==> config.mk <==
export PLATFORM = sky130hd
export DESIGN_NAME = sync_fifo_param
export DESIGN_NICKNAME = d
export VERILOG_FILES = /design/src/rtl/sync_fifo_param.sv
export SDC_FILE = /design/constraint.sdc
export NUM_CORES = 1
export LEC_CHECK = 0
export ABC_CLOCK_PERIOD_IN_PS = 8300
export CAP_MARGIN = 20
export CORE_UTILIZATION = 60
export CTS_CLUSTER_DIAMETER = 80
export DETAILED_ROUTE_END_ITERATION = 12
export GPL_ROUTABILITY_DRIVEN = 1
export HOLD_SLACK_MARGIN = 0.12
export PLACE_DENSITY = 0.88
export SLEW_MARGIN = 20
export SYNTH_ARGS = -nofsm -noshare
export SYNTH_HDL_FRONTEND = slang
export SYNTH_SLANG_ARGS = --single-unit
==> constraint.sdc <==
create_clock -name clk -period 8.3 [get_ports clk]
set_input_delay 1.66 -clock clk [delete_from_list [all_inputs] [get_ports clk]]
set_output_delay 1.66 -clock clk [all_outputs]
set_load 0.01 [all_outputs]
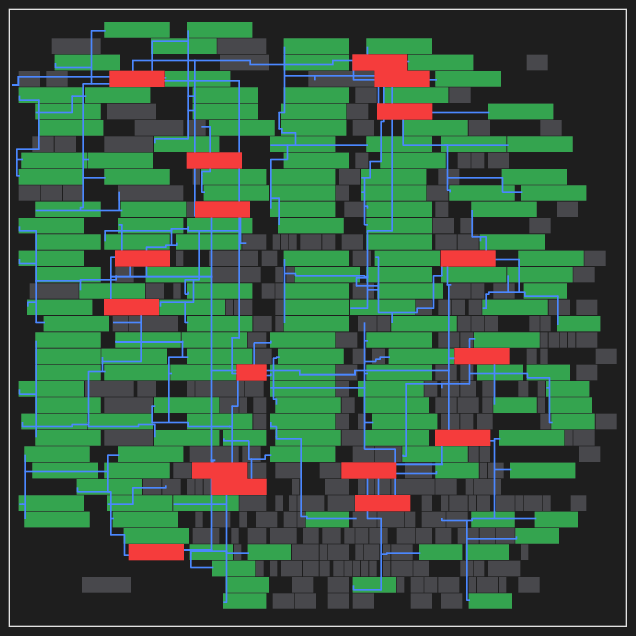
Fig. 1. Clock network drawn from the DEF (run 1).
Scale: 6 px per um.
[red] clock-net drivers | count: 17
[green] flip-flops | count: 151
[blue] clock wires | length: 1,590 um
routed clock nets	18
latest clock arrival within the worst-skew pair: 0.53 ns
clock skew after layout: 0.00732 ns
portion of total power attributed to the clock network: 35.6%
clock group total power: 0.766 mW

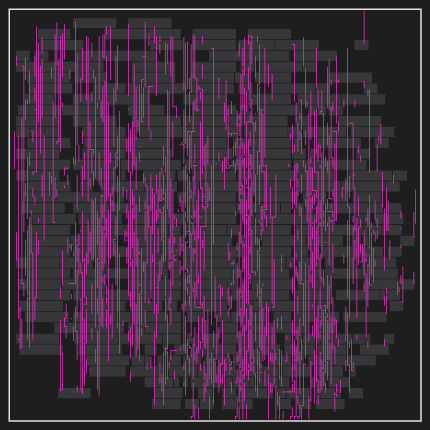
Fig. 2. Signal wires on met2 (run 1).
Scale: 4 px per um. Cells faint in the background.
longest straight run	49.0 um
nets with wire on the layer	378
met2 Usage GRT: 42.2%
number of vias after detailed routing: 3,411

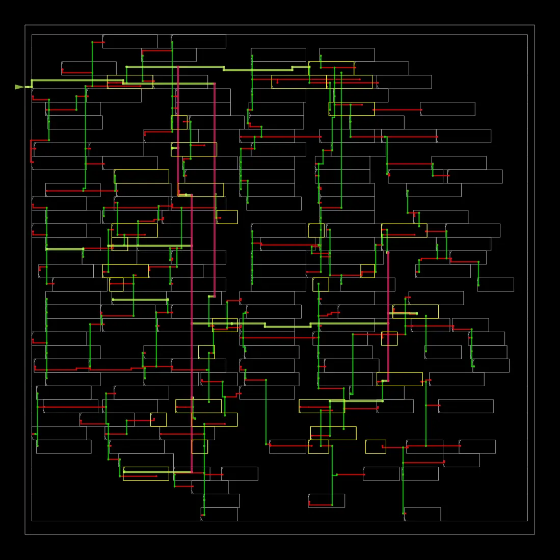
Fig. 3. Clock wiring as the flow saved it (run 1).
CTS buffer count: 17
clock buffer count: 17

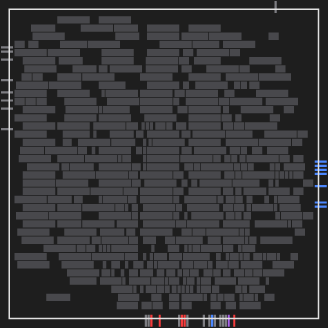
Fig. 4. Pin map (run 1).
Scale: 3 px per um. Pins as bars across the die edge, other pins in grey.
colour	port	pins	direction	edge
purple	halffull	1	output	south
blue	data_out	8	output	7 east, 1 south
red	count	5	output	south
all pins by edge	17 south, 8 west, 7 east, 1 north
DIE WIDTH: 103 um
buffers added on ports: 32
die span in y: 103 um

==> results_tabular.tex <==
% Table of physical implementation metrics
\begin{tabular}{lr}
\hline
Metric & Value \\
\hline
\multicolumn{2}{l}{\textbf{Worst setup path}} \\
Chain of cells forming the critical path & or4\_1 -> nor2\_1 -> clkdlybuf4s50\_1 \\
Critical path's largest stage delay & 0.75 ns \\
Stages on the worst setup path & 3 \\
CP max FO & 9 \\
Slowest library cell on the worst path & sky130\_fd\_sc\_hd\_\_or4\_1 \\
Nature of the critical path startpoint & flip-flop \\
Buffering stage count on the worst path with inverters included & 1 \\
Data required time at the worst endpoint & 6.64 ns \\
Crit-path leading delay family & simple AND/OR/NAND/NOR gates \\
Register-to-register setup slack & 4.91 ns \\
CP endpoint kind & primary output \\
Arrival time of data at the critical path endpoint & 2.45 ns \\
Worst reg-to-reg path cell count & 10 \\
Crit Path Class & flip-flop to primary output \\
\multicolumn{2}{l}{\textbf{Route}} \\
Vias/cell & 6.18 \\
Final WL & 12.3 mm \\
Residual DRC count & 0 \\
Remaining antenna violation count & 0 \\
Detailed-route wire length per cell & 22.4 um \\
Number of DRC violations after detailed-routing iteration 0 & 261 \\
Count of TritonRoute iterations in the first routing pass & 5 \\
\multicolumn{2}{l}{\textbf{Placement}} \\
Placer congestion estimate & 0.854 \\
Worst slack at placement & 3.76 ns \\
HPWL reported at the end of detailed placement & 7.46 mm \\
\multicolumn{2}{l}{\textbf{STA}} \\
Setup repair after global routing missed its margin & false \\
Final hold viol count & 0 \\
Total negative slack for setup checks & 0 ns \\
Number of failing setup endpoints in the final timing report & 0 \\
Worst path setup slack after routing & 4.19 ns \\
Final-report max-slew violation count & 0 \\
Transition time at the pin with the least slew margin & 1.03 ns \\
Final period demand of the worst path & 4.11 ns \\
Slew headroom & 30.9\% \\
Portion of the clock cycle consumed by the worst path in the final layout & 49.5\% \\
Achievable Freq & 243 MHz \\
\multicolumn{2}{l}{\textbf{Clock network}} \\
Post-CTS Repair Setup Buffers & 0 \\
Clock tree buffer depth & 2 \\
Number of buffers inserted for hold repair after clock tree synthesis & 0 \\
Clock-pin slew on the worst setup and hold paths & 0.06 ns \\
Clock sink count & 151 \\
Clock root cell & sky130\_fd\_sc\_hd\_\_clkbuf\_8 \\
Clock tree from TritonCTS & yes \\
Number of instances resized during post-cts repair & 0 \\
H-tree Lvls & 4 \\
\multicolumn{2}{l}{\textbf{Logic synthesis}} \\
Cell types with the highest counts after synthesis & sky130\_fd\_sc\_hd\_\_edfxtp\_1 (128), sky130\_fd\_sc\_hd\_\_nor2\_1 (45), sky130\_fd\_sc\_hd\_\_mux2i\_1 (35) \\
Max-area cell share & 63.3\% \\
Post-synthesis sequential element count & 151 \\
Post-synth design cell area & 6070 um\^{}2 \\
Top cell type by total area after synthesis & sky130\_fd\_sc\_hd\_\_edfxtp\_1 \\
Synthesized net count & 397 \\
Logic family by area & multiplexers \\
Multiplexer fraction of the synthesized cell area & 11.9\% \\
Number of enable flip-flop cells & 128 \\
Synthesis area per yosys & 6070 um\^{}2 \\
Xor/xnor share & 1.30\% \\
Yosys top cell by instances & sky130\_fd\_sc\_hd\_\_edfxtp\_1 \\
Netlist cell types & 39 \\
Complex Gates by Area & 4.76\% \\
Synth Instances & 374 \\
Adder and majority gate portion of the synthesized area & 2.18\% \\
Synth Warn \# & 0 \\
Largest cells by area after synthesis & sky130\_fd\_sc\_hd\_\_edfxtp\_1 (63\%), sky130\_fd\_sc\_hd\_\_dfxtp\_1 (7.6\%), sky130\_fd\_sc\_hd\_\_mux4\_2 (5.9\%) \\
Yosys cell count & 374 \\
Post-synth top flop & sky130\_fd\_sc\_hd\_\_edfxtp\_1 \\
Seq share, synth & 70.9\% \\
Mean instance size in the synthesized netlist & 16.2 um\^{}2 \\
Proportion of synthesized flip-flops having asynchronous set or reset & 0\% \\
Basic Gates by Area & 6.66\% \\
\multicolumn{2}{l}{\textbf{Status}} \\
Result of the run & completed \\
\multicolumn{2}{l}{\textbf{Cells and area}} \\
Max reg flops & 128 \\
Most common logic cell in the routed design & sky130\_fd\_sc\_hd\_\_edfxtp\_1 \\
Filler cell count in the final layout & 589 \\
Final net count & 429 \\
Logic area & 1630 um\^{}2 \\
Diodes inserted & 0 \\
Area added between synthesis and finish & 16.1\% \\
Top logic cells by instance count in the layout & sky130\_fd\_sc\_hd\_\_edfxtp\_1 (128), sky130\_fd\_sc\_hd\_\_nor2\_1 (45), sky130\_fd\_sc\_hd\_\_mux2i\_1 (35) \\
Reg area & 4310 um\^{}2 \\
Fraction of layout instances using a drive strength above 1 & 13.8\% \\
\multicolumn{2}{l}{\textbf{GRT}} \\
Total routing usage reported by global routing & 25.7\% \\
Met3 Track Usage GR & 6.44\% \\
Number of antenna violations at the first check in global routing & 0 \\
Via count of the first global-routing pass & 3,328 \\
Pin count of the biggest net entering global routing & 36 \\
Global routing met1 resource utilization & 32.4\% \\
Sum of overflow across all layers after global routing & 0 \\
Wire length of the first global-routing pass & 18.5 mm \\
Gr busiest metal & met2 \\
\multicolumn{2}{l}{\textbf{Power}} \\
Maximum vdd ir drop & 0.179 mV \\
Lkg Pwr & 2.29 nW \\
Power density cells & 305 nW/um\^{}2 \\
\multicolumn{2}{l}{\textbf{Hold path}} \\
Hold Crit Depth & 2 \\
Hold crit path type & flip-flop to flip-flop \\
\multicolumn{2}{l}{\textbf{Flow run}} \\
OpenROAD warnings & 29 \\
MaxCap Viol Count & 0 \\
\multicolumn{2}{l}{\textbf{Floorplan}} \\
Die Size & 10,500 um\^{}2 \\
Placeable core region & 9770 um\^{}2 \\
Core utilization before placement & 62.1\% \\
Number of top-level pins & 33 \\
\# rows & 36 \\
\hline
\end{tabular}
run 1: stage by stage:
step,hold WS (ns),utilization (%),power [mW],instances,area (um^2)
2_1_floorplan,0.510,-,1.24,374,6070
3_3_place_gp,0.484,66.1,1.37,520,6460
3_5_place_dp,0.496,66.1,1.39,520,6460
4_1_cts,0.509,72.1,2.16,552,7050
5_1_grt,0.533,72.1,2.23,552,7050
6_report,0.507,72.1,2.15,552,7050
run 1: kinds of logic after synthesis:
logic type               count (synthesis)
AND-OR/OR-AND                           40
XOR/XNOR                                 9
adder cells (fa/ha/maj)                 10
buffers and inverters                   26
flip-flops                             151
multiplexers                            52
AND/OR/NAND/NOR                         86
run 1: final cells by class:
class | instances | share of cell area [%]
inverter | 5 | 0.337
multi-input combinational | 197 | 23.1
timing repair buffer | 34 | 4.76
sequential | 151 | 61.1
clock inverter | 15 | 2.54
tap | 133 | 2.36
clock buffer | 17 | 5.87
run 1: worst register-to-register path, delay by kind of cell, from the launching register on:
family / cells / cell delay [ns]
muxes: 2 / 0.58
adders and majority gates: 2 / 0.60
AOI/OAI and AO/OA: 3 / 0.73
buffers and inverters: 2 / 0.21
DFF: 1 / 0.40
and+or+nand+nor: 1 / 0.75
run 1: per-layer routing:
layer / vias to the layer above / share of wire [%]
met5: - / 0
met4: 0 / 2.7
met3: 29 / 7.9
li1: 1514 / -
met2: 147 / 51
met1: 1721 / 39
run 1: power by group:
part	internal, mW	leakage [nW]	switching, mW
Clock	0.440	0.286	0.326
Sequential	0.861	1.34	0.0427
Combinational	0.232	0.665	0.249
Total	1.53	2.29	0.618
No activity file was given, so power comes from the tool's default toggle rates.
